## src/rtl/beta_loader_pkg.sv

```systemverilog
// Shared types and field lengths for the Beta program-image loader.
package beta_loader_pkg;

  typedef enum logic [2:0] {
    S_ADDR,
    S_COUNT,
    S_DATA,
    S_WRITE,
    S_CSUM,
    S_DONE,
    S_ERR
  } state_t;

  localparam int ADDR_BYTES  = 4;
  localparam int COUNT_BYTES = 2;
  localparam int WORD_BYTES  = 4;

  // Byte-counter value seen while the final byte of an n-byte field transfers.
  function automatic logic [1:0] lastIdx(input int n);
    return 2'(n - 1);
  endfunction

endpackage

```

## src/rtl/beta_byte_shifter.sv

```systemverilog
// Big-endian field assembler shared by the ADDR, COUNT and DATA fields of the loader.
// The newest byte is taken straight from the input so a finished field is usable on its final transfer.
module beta_byte_shifter (
  input  logic        clk,
  input  logic        rst,
  input  logic        clear,
  input  logic        shiftEn,
  input  logic [7:0]  byteIn,
  output logic [31:0] fieldValue,
  output logic [1:0]  byteCnt
);

  logic [23:0] held;

  assign fieldValue = {held, byteIn};

  always_ff @(posedge clk) begin
    if (rst || clear) begin
      held    <= '0;
      byteCnt <= '0;
    end else if (shiftEn) begin
      held    <= {held[15:0], byteIn};
      byteCnt <= byteCnt + 2'd1;
    end
  end

endmodule

```

## src/rtl/beta_loader.sv

```systemverilog
// Writes a framed byte stream (ADDR, COUNT, DATA words, XOR checksum) into Beta main memory
// while holding the CPU in reset; releases the CPU only after a good checksum.
import beta_loader_pkg::*;

module beta_loader #(
  parameter int MAX_WORDS = 65536
) (
  input  logic        clk,
  input  logic        rst,
  input  logic        rx_valid,
  input  logic [7:0]  rx_data,
  output logic        rx_ready,
  output logic [31:0] mem_addr,
  output logic [31:0] mem_wdata,
  output logic        mem_we,
  output logic        cpu_rst,
  output logic        done,
  output logic        error
);

  localparam logic [31:0] MaxWords = 32'(MAX_WORDS);

  state_t      state, stateNext;
  logic [31:0] addrQ;
  logic [15:0] cntQ;
  logic [7:0]  csum;
  logic        xfer, shiftEn, fieldLast;
  logic [31:0] fieldValue;
  logic [1:0]  byteCnt;

  assign xfer = rx_valid & rx_ready;

  beta_byte_shifter uShifter (
    .clk       (clk),
    .rst       (rst),
    .clear     (shiftEn & fieldLast),
    .shiftEn   (shiftEn),
    .byteIn    (rx_data),
    .fieldValue(fieldValue),
    .byteCnt   (byteCnt)
  );

  always_comb begin
    stateNext = state;
    rx_ready  = 1'b0;
    shiftEn   = 1'b0;
    fieldLast = 1'b0;
    unique case (state)
      S_ADDR: begin
        rx_ready  = 1'b1;
        shiftEn   = xfer;
        fieldLast = (byteCnt == lastIdx(ADDR_BYTES));
        if (xfer && fieldLast) stateNext = S_COUNT;
      end
      S_COUNT: begin
        rx_ready  = 1'b1;
        shiftEn   = xfer;
        fieldLast = (byteCnt == lastIdx(COUNT_BYTES));
        if (xfer && fieldLast) begin
          if ({16'h0, fieldValue[15:0]} > MaxWords) stateNext = S_ERR;
          else if (fieldValue[15:0] == 16'h0)       stateNext = S_CSUM;
          else                                      stateNext = S_DATA;
        end
      end
      S_DATA: begin
        rx_ready  = 1'b1;
        shiftEn   = xfer;
        fieldLast = (byteCnt == lastIdx(WORD_BYTES));
        if (xfer && fieldLast) stateNext = S_WRITE;
      end
      S_WRITE: stateNext = (cntQ == 16'd1) ? S_CSUM : S_DATA;
      S_CSUM: begin
        rx_ready = 1'b1;
        if (xfer) stateNext = (rx_data == csum) ? S_DONE : S_ERR;
      end
      S_DONE:  stateNext = S_DONE;
      S_ERR:   stateNext = S_ERR;
      default: stateNext = S_ERR;
    endcase
  end

  assign mem_we  = (state == S_WRITE);
  assign cpu_rst = (state != S_DONE);
  assign done    = (state == S_DONE);
  assign error   = (state == S_ERR);

  always_ff @(posedge clk) begin
    if (rst) begin
      state     <= S_ADDR;
      addrQ     <= '0;
      cntQ      <= '0;
      csum      <= '0;
      mem_addr  <= '0;
      mem_wdata <= '0;
    end else begin
      state <= stateNext;
      if (xfer && state != S_CSUM) csum <= csum ^ rx_data;
      if (shiftEn && fieldLast) begin
        unique case (state)
          S_ADDR:  addrQ <= {fieldValue[31:2], 2'b00};
          S_COUNT: cntQ  <= fieldValue[15:0];
          S_DATA: begin
            mem_addr  <= addrQ;
            mem_wdata <= fieldValue;
          end
          default: ;
        endcase
      end
      // Address wraps silently past 0xFFFFFFFC.
      if (state == S_WRITE) begin
        addrQ <= addrQ + 32'd4;
        cntQ  <= cntQ - 16'd1;
      end
    end
  end

endmodule

```

## config.mk

```make
export PLATFORM = sky130hd
export DESIGN_NAME = beta_loader
export DESIGN_NICKNAME = d
export VERILOG_FILES = /design/src/rtl/beta_loader_pkg.sv /design/src/rtl/beta_byte_shifter.sv /design/src/rtl/beta_loader.sv
export SDC_FILE = /design/constraint.sdc
export NUM_CORES = 1
export LEC_CHECK = 0
export ABC_AREA = 1
export CAP_MARGIN = 25
export CORE_MARGIN = 2
export CORE_UTILIZATION = 35
export DETAILED_ROUTE_END_ITERATION = 8
export PLACE_DENSITY = 0.59
export SYNTH_ARGS = -nofsm -noshare
export SYNTH_HDL_FRONTEND = slang
export SYNTH_SLANG_ARGS = --single-unit
```

## constraint.sdc

```tcl
create_clock -name clk -period 4.9 [get_ports clk]
set_clock_uncertainty 0.05 [all_clocks]
set_input_delay 0.98 -clock clk [delete_from_list [all_inputs] [get_ports clk]]
set_output_delay 0.98 -clock clk [all_outputs]
set_load 0.01 [all_outputs]
```

==> impl_metrics.toml, run 1 <==
# yosys + openroad results
[global_routing]
grt_max_degree = 82
grt_busiest_layer = "met2"
antenna_found_initial = 0
use_met1_pct = 28.84
grtUsageTotal_pct = 19.80
grt_use_met2_pct = 30.02
grt_pass1_wl_um = 35030
grt_overflow_total = 0

[power]
maxPowerGroup = "the clock network"
combPwrFrac_pct = 4.9
p_leak_nw = 3.143
p_sw_share_pct = 24.04
seqPwrFrac_pct = 45.4
pg_clk_mw = 1.34
power_per_cell_area_nw_per_um2 = 304.1

[synth]
simple_gate_area_share_pct = 33.40
synth-seq-cells = 145
fa_ha_area_share_pct = 0.8485
top_logic_kind = "simple AND/OR/NAND/NOR gates"
syn_area_per_cell_um2 = 6.727
top_area_share_pct = 39.37
synthTopCellsByArea = "dfxtp_1, nand2_1, a21oi_1, nand4_1, nor2_1"
ys_cells = 1096
synth-async-reset-ratio_pct = 0
synth-xor-area-share_pct = 2.376
yosysWarnings = 0
synth_area_um2 = 7373
top_area_cell = "dfxtp_1"
yosysChipArea_um2 = 7373

[critical_path]
critical_path.endpoint_type = "output pin"
r2r_setup_slack_ns = 2.02
path_depth = 4
crit_buf_inv = 3
startpoint = "state[1]"
slowest_delay_ns = 0.65
crit_type = "flip-flop to output pin"
worstPathCellList = "buf_4, inv_1, nor3_1, clkdlybuf4s50_1"
required_ns = 3.87
cp.arrival_ns = 2.65
critPathSlowestCell = "dfxtp_2"
reg2reg_from = "state[1]"
reg2reg_depth = 9
rr_endpoint = "addrQ[19]"

[clock_network]
cts_inserted_buffers = 17
cts_sinks = 145
cts_tree = "yes"
clockBufferDepth = 2
cts_resized = 0
cts_setup_buffers = 0
cts_hold_buf = 0
clk_pin_slew_ns = 0.06

[floorplan]
initCoreUtil_pct = 35.41
die_w_um = 149.1
fp.dieH_um = 149.1
dieArea_um2 = 22240
io_pins = 80

[finish]
layout.nets = 1151
top_register = "mem_wdata"
final_layout_top_logic_cells = "nand2_1, dfxtp_1, a21oi_1"
clkCellAreaFrac_pct = 6.741
inverters_excl_clock = 94
drive_above_1_share_pct = 5.226
largest_register_ffs = 32
logic_gates = 793
largestClassByArea = "multi-input combinational cells"
clock_buffers = 20

[drt]
drt_iter0_markers = 542
drt_drc_violations_left = 0
met1_length_um = 10610
ant_nets = 0
route.vias.total = 7281
dr.pass1.iters = 5
wl_met2_um = 9472

[timing]
tns_ns = 0
rsz0062_at_grt = "no"
setup_viol = 0
tightest_slew_ns = 0.9021
hold_viol_final = 0
finalClockPeriodUsage_pct = 75.07
slew_violations = 0
max_freq_ghz = 0.2719

[hold_path]
hold_path_depth = 2
worstHoldStart = "mem_wdata[27]"
hold_end = "mem_wdata[27]"

[place]
io_buffers = 77
hpwl_um = 14380

[run]
warning_count = 28
drv_cap = 0

[outcome]
status = "finished clean"
[run 1: stage by stage]
step	cells	hold WS, ns	setup WS [ns]	instance area, µm²
after detailed placement	1391	0.4032	1.054	8239
after CTS	1423	0.4128	1.226	8835
after global routing	1423	0.4177	1.073	8835
after global placement	1391	0.3989	1.039	8239
after floorplan	1097	0.4128	2.771	7377
final	1423	0.4092	1.222	8835
[run 1: cell families after synthesis]
group | after synthesis
buffers and inverters | 159
adder cells (fa/ha/maj) | 5
XOR/XNOR | 20
AND/OR/NAND/NOR | 553
AND-OR/OR-AND | 213
flip-flops | 145
other | 1
[run 1: cells in the mapped netlist (all sizes together), types with 5 or more instances]
master,number
nand2,286
dfxtp,145
a21oi,127
nor2,121
inv,94
o21ai,78
nand4,71
nand3,61
clkbuf,40
buf,25
xnor2,11
xor2,9
nor3,8
ha,5
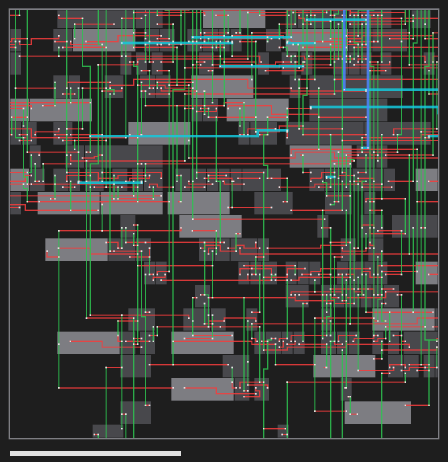
Figure 1: run 1, a small window of the routed layout.
Scale bar: 20 µm. Region (12, 12) to (62, 62) µm. Cells in gray, sequential cells in the stronger gray; small squares are vias.
Key: green = met2; blue = met4; red = met1; cyan = met3
Most frequent: nand2_1 (33), a21oi_1 (21), dfxtp_1 (18). Sequential cells in the window: 19. 155 logic cells have their middle in the window. Netlist names of flops here include csum (7), uShifter.held (4), mem_wdata (3).

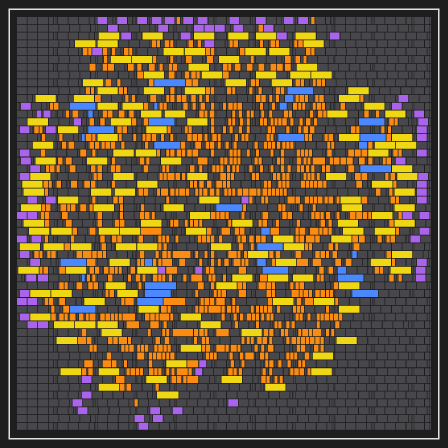
Figure 2: run 1, placed cells, one color a class.
Fill, decap, tap and diode cells in gray.
Key: yellow = flip-flops [cells 145]; orange = all other logic [cells 887]; blue = clock drivers and dummy loads [cells 32]; purple = other buffers and delay cells [cells 84]
FP Rows: 53
Final Util: 42.43%
Design Area, Final: 8835 µm²
flop share of the area: 32.87%

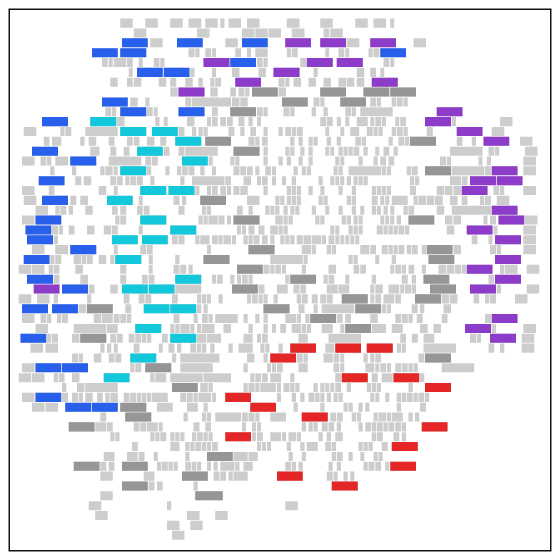
Figure 3: run 1, sequential cells colored by netlist name.
Key: blue = mem_wdata [flops 32]; purple = mem_addr [flops 30]; cyan = uShifter.held [flops 24]; red = cntQ [flops 16]
Another 43 sequential cells are not colored.
register area: 2904 µm²
sequential power: 1.22 mW

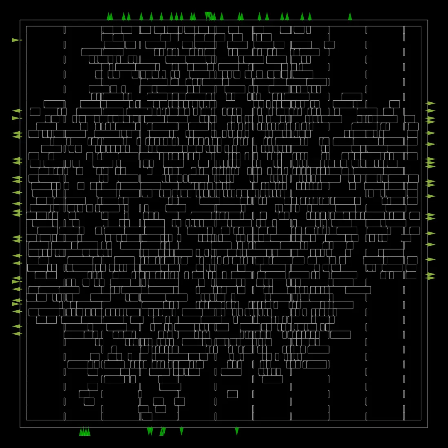
Figure 4: run 1, placement view.
Tap Cells: 275
Core Area: 20820 µm²
Finished Layout Cells: 1423
# fillers: 2197
sequential cell count: 145

## Run 2: what changed since run 1
==> constraint.sdc (replaced) <==
create_clock -name clk -period 3.8 [get_ports clk]
set_clock_uncertainty 0.05 [all_clocks]
set_input_delay 0.76 -clock clk [delete_from_list [all_inputs] [get_ports clk]]
set_output_delay 0.76 -clock clk [all_outputs]
set_load 0.01 [all_outputs]
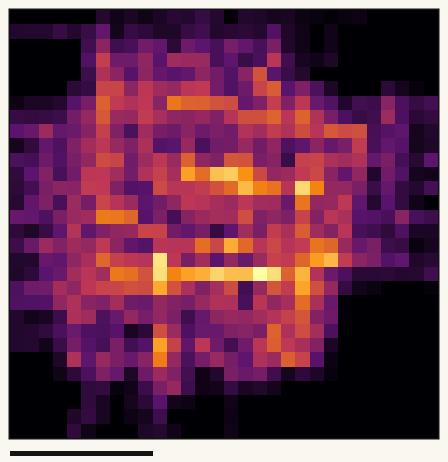
Figure 5: run 2, wire density map.
Scale bar: 50 µm. The die is cut into 30 by 30 equal tiles; black is low, pale yellow is high, scaled to the fullest tile. Values are wire area over tile area, all layers added.
The mean over all tiles is 0.15. 14% of the tiles are over half the peak. The emptiest ninth of the die: bottom right.
detailed-route via count: 7270
GRT Overall Usage: 19.52%

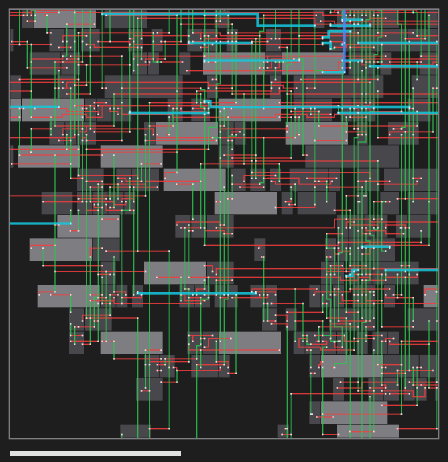
Figure 6: run 2, a small window of the routed layout.
Scale bar: 20 µm. Region (12, 12) to (62, 62) µm. Cells in gray, sequential cells in the stronger gray; small squares are vias.
Key: red = met1; green = met2; blue = met4; cyan = met3
Most frequent: nand2_1 (33), a21oi_1 (21), dfxtp_1 (19). 165 logic cells have their middle in the window. Sequential cells in the window: 20. Netlist names of flops here include csum (8), mem_wdata (4), state (3).

==> run 2 against run 1 <==
Net effect: clock power up 22%; area after synthesis unchanged; utilization about the same; critical path depth unchanged; worst hold slack worse by 0.00063 ns; routed wire length up 0.94%; sequential cell count unchanged; largest cell class unchanged; highest routed layer unchanged.
==> impl_metrics.toml, run 2 <==
# yosys + openroad results
[finish]
drive_above_1_share_pct = 5.642
final_layout_top_logic_cells = "nand2_1, dfxtp_1, a21oi_1"
inverters_excl_clock = 94
stdcell_count = 1427
seq_area_um2 = 2904
largest_register_ffs = 32
clkCellAreaFrac_pct = 6.507
largestClassByArea = "multi-input combinational cells"
layout.nets = 1155

[critical_path]
slowest_delay_ns = 0.56
critPathSlowestCell = "clkdlybuf4s50_1"
r2r_setup_slack_ns = 1.29
crit_buf_inv = 3
crit_type = "flip-flop to output pin"
worstPathCellList = "buf_4, inv_1, nor3_1, clkdlybuf4s50_1"
critical_path.endpoint_type = "output pin"
startpoint = "state[1]"
rr_endpoint = "addrQ[3]"

[place]
dp.cells = 1395
io_buffers = 77
hpwl_um = 14760
dp_slack_ns = 0.9203

[floorplan]
dieArea_um2 = 22240
initCoreUtil_pct = 35.41
nWellTaps = 275
die_w_um = 149.1
io_pins = 80
core.rowCount = 53

[timing]
setup_ws_ns = 0.6314
hold_slack_ns = 0.4086
slew_violations = 0
tns_ns = 0
max_freq_ghz = 0.3156
hold_viol_final = 0
finalClockPeriodUsage_pct = 83.38

[power]
p_sw_share_pct = 24.37
pg_clk_mw = 1.63
p_leak_nw = 3.149
maxPowerGroup = "the clock network"
powerSeq_mw = 1.57
power_per_cell_area_nw_per_um2 = 382.1

[clock_network]
clk_pin_slew_ns = 0.07
cts_resized = 0
cts_setup_buffers = 0
clockBufferDepth = 2
cts_sinks = 145
cts_hold_buf = 0

[drt]
drt_drc_violations_left = 0
drt_iter0_markers = 549
ant_nets = 0
dr.pass1.iters = 5

[synth]
syn_area_per_cell_um2 = 6.727
synth_area_um2 = 7373
yosysChipArea_um2 = 7373
ys_cells = 1096
synthTopCellsByArea = "dfxtp_1, nand2_1, a21oi_1, nand4_1, nor2_1"
top_cell = "nand2_1"
yosysWarnings = 0
synth-seq-cells = 145
top_area_share_pct = 39.37
top_cells_by_count = "nand2_1, dfxtp_1, a21oi_1, nor2_1, inv_1"

[outcome]
status = "finished clean"

[run]
drv_cap = 0
warning_count = 28

[global_routing]
grt_max_degree = 82
antenna_found_initial = 0
grt_pass1_wl_um = 34480

[hold_path]
hold_end = "mem_addr[17]"
hold_path_depth = 2
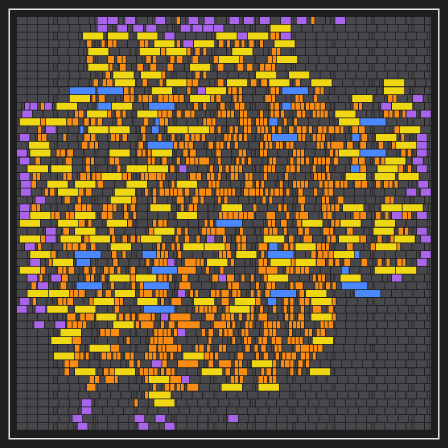
Figure 7: run 2, placed cells, one color a class.
Fill, decap, tap and diode cells in gray.
Key: orange = all other logic [cells 887]; purple = other buffers and delay cells [cells 88]; yellow = flip-flops [cells 145]; blue = clock drivers and dummy loads [cells 32]
Final Util: 42.48%
flop share of the area: 32.83%
Design Area, Final: 8845 µm²

==> run 2: logic make-up (layout without fill, tap and decap cells) <==
group | Yosys count | in the layout | share of synthesized area [%]
AOI/OAI and AO/OA | 213 | 213 | 14.92
xor gates and xnor gates | 20 | 20 | 2.376
adders and majority gates | 5 | 5 | 0.8485
buffers and inverters | 159 | 214 | 9.044
DFF | 145 | 145 | 39.37
other | 1 | 2 | 0.05086
and+or+nand+nor | 553 | 553 | 33.40
==> run 2: per-layer routing <==
layer / global-route usage (%) / wire length [µm]
met1: 28.03 / 10550
met2: 30.23 / 9598
met3: 3.547 / 1193
met4: 5.000 / 181
met5: 0 / 0
Power figures rest on the tool's default switching activity, not on a simulated workload.
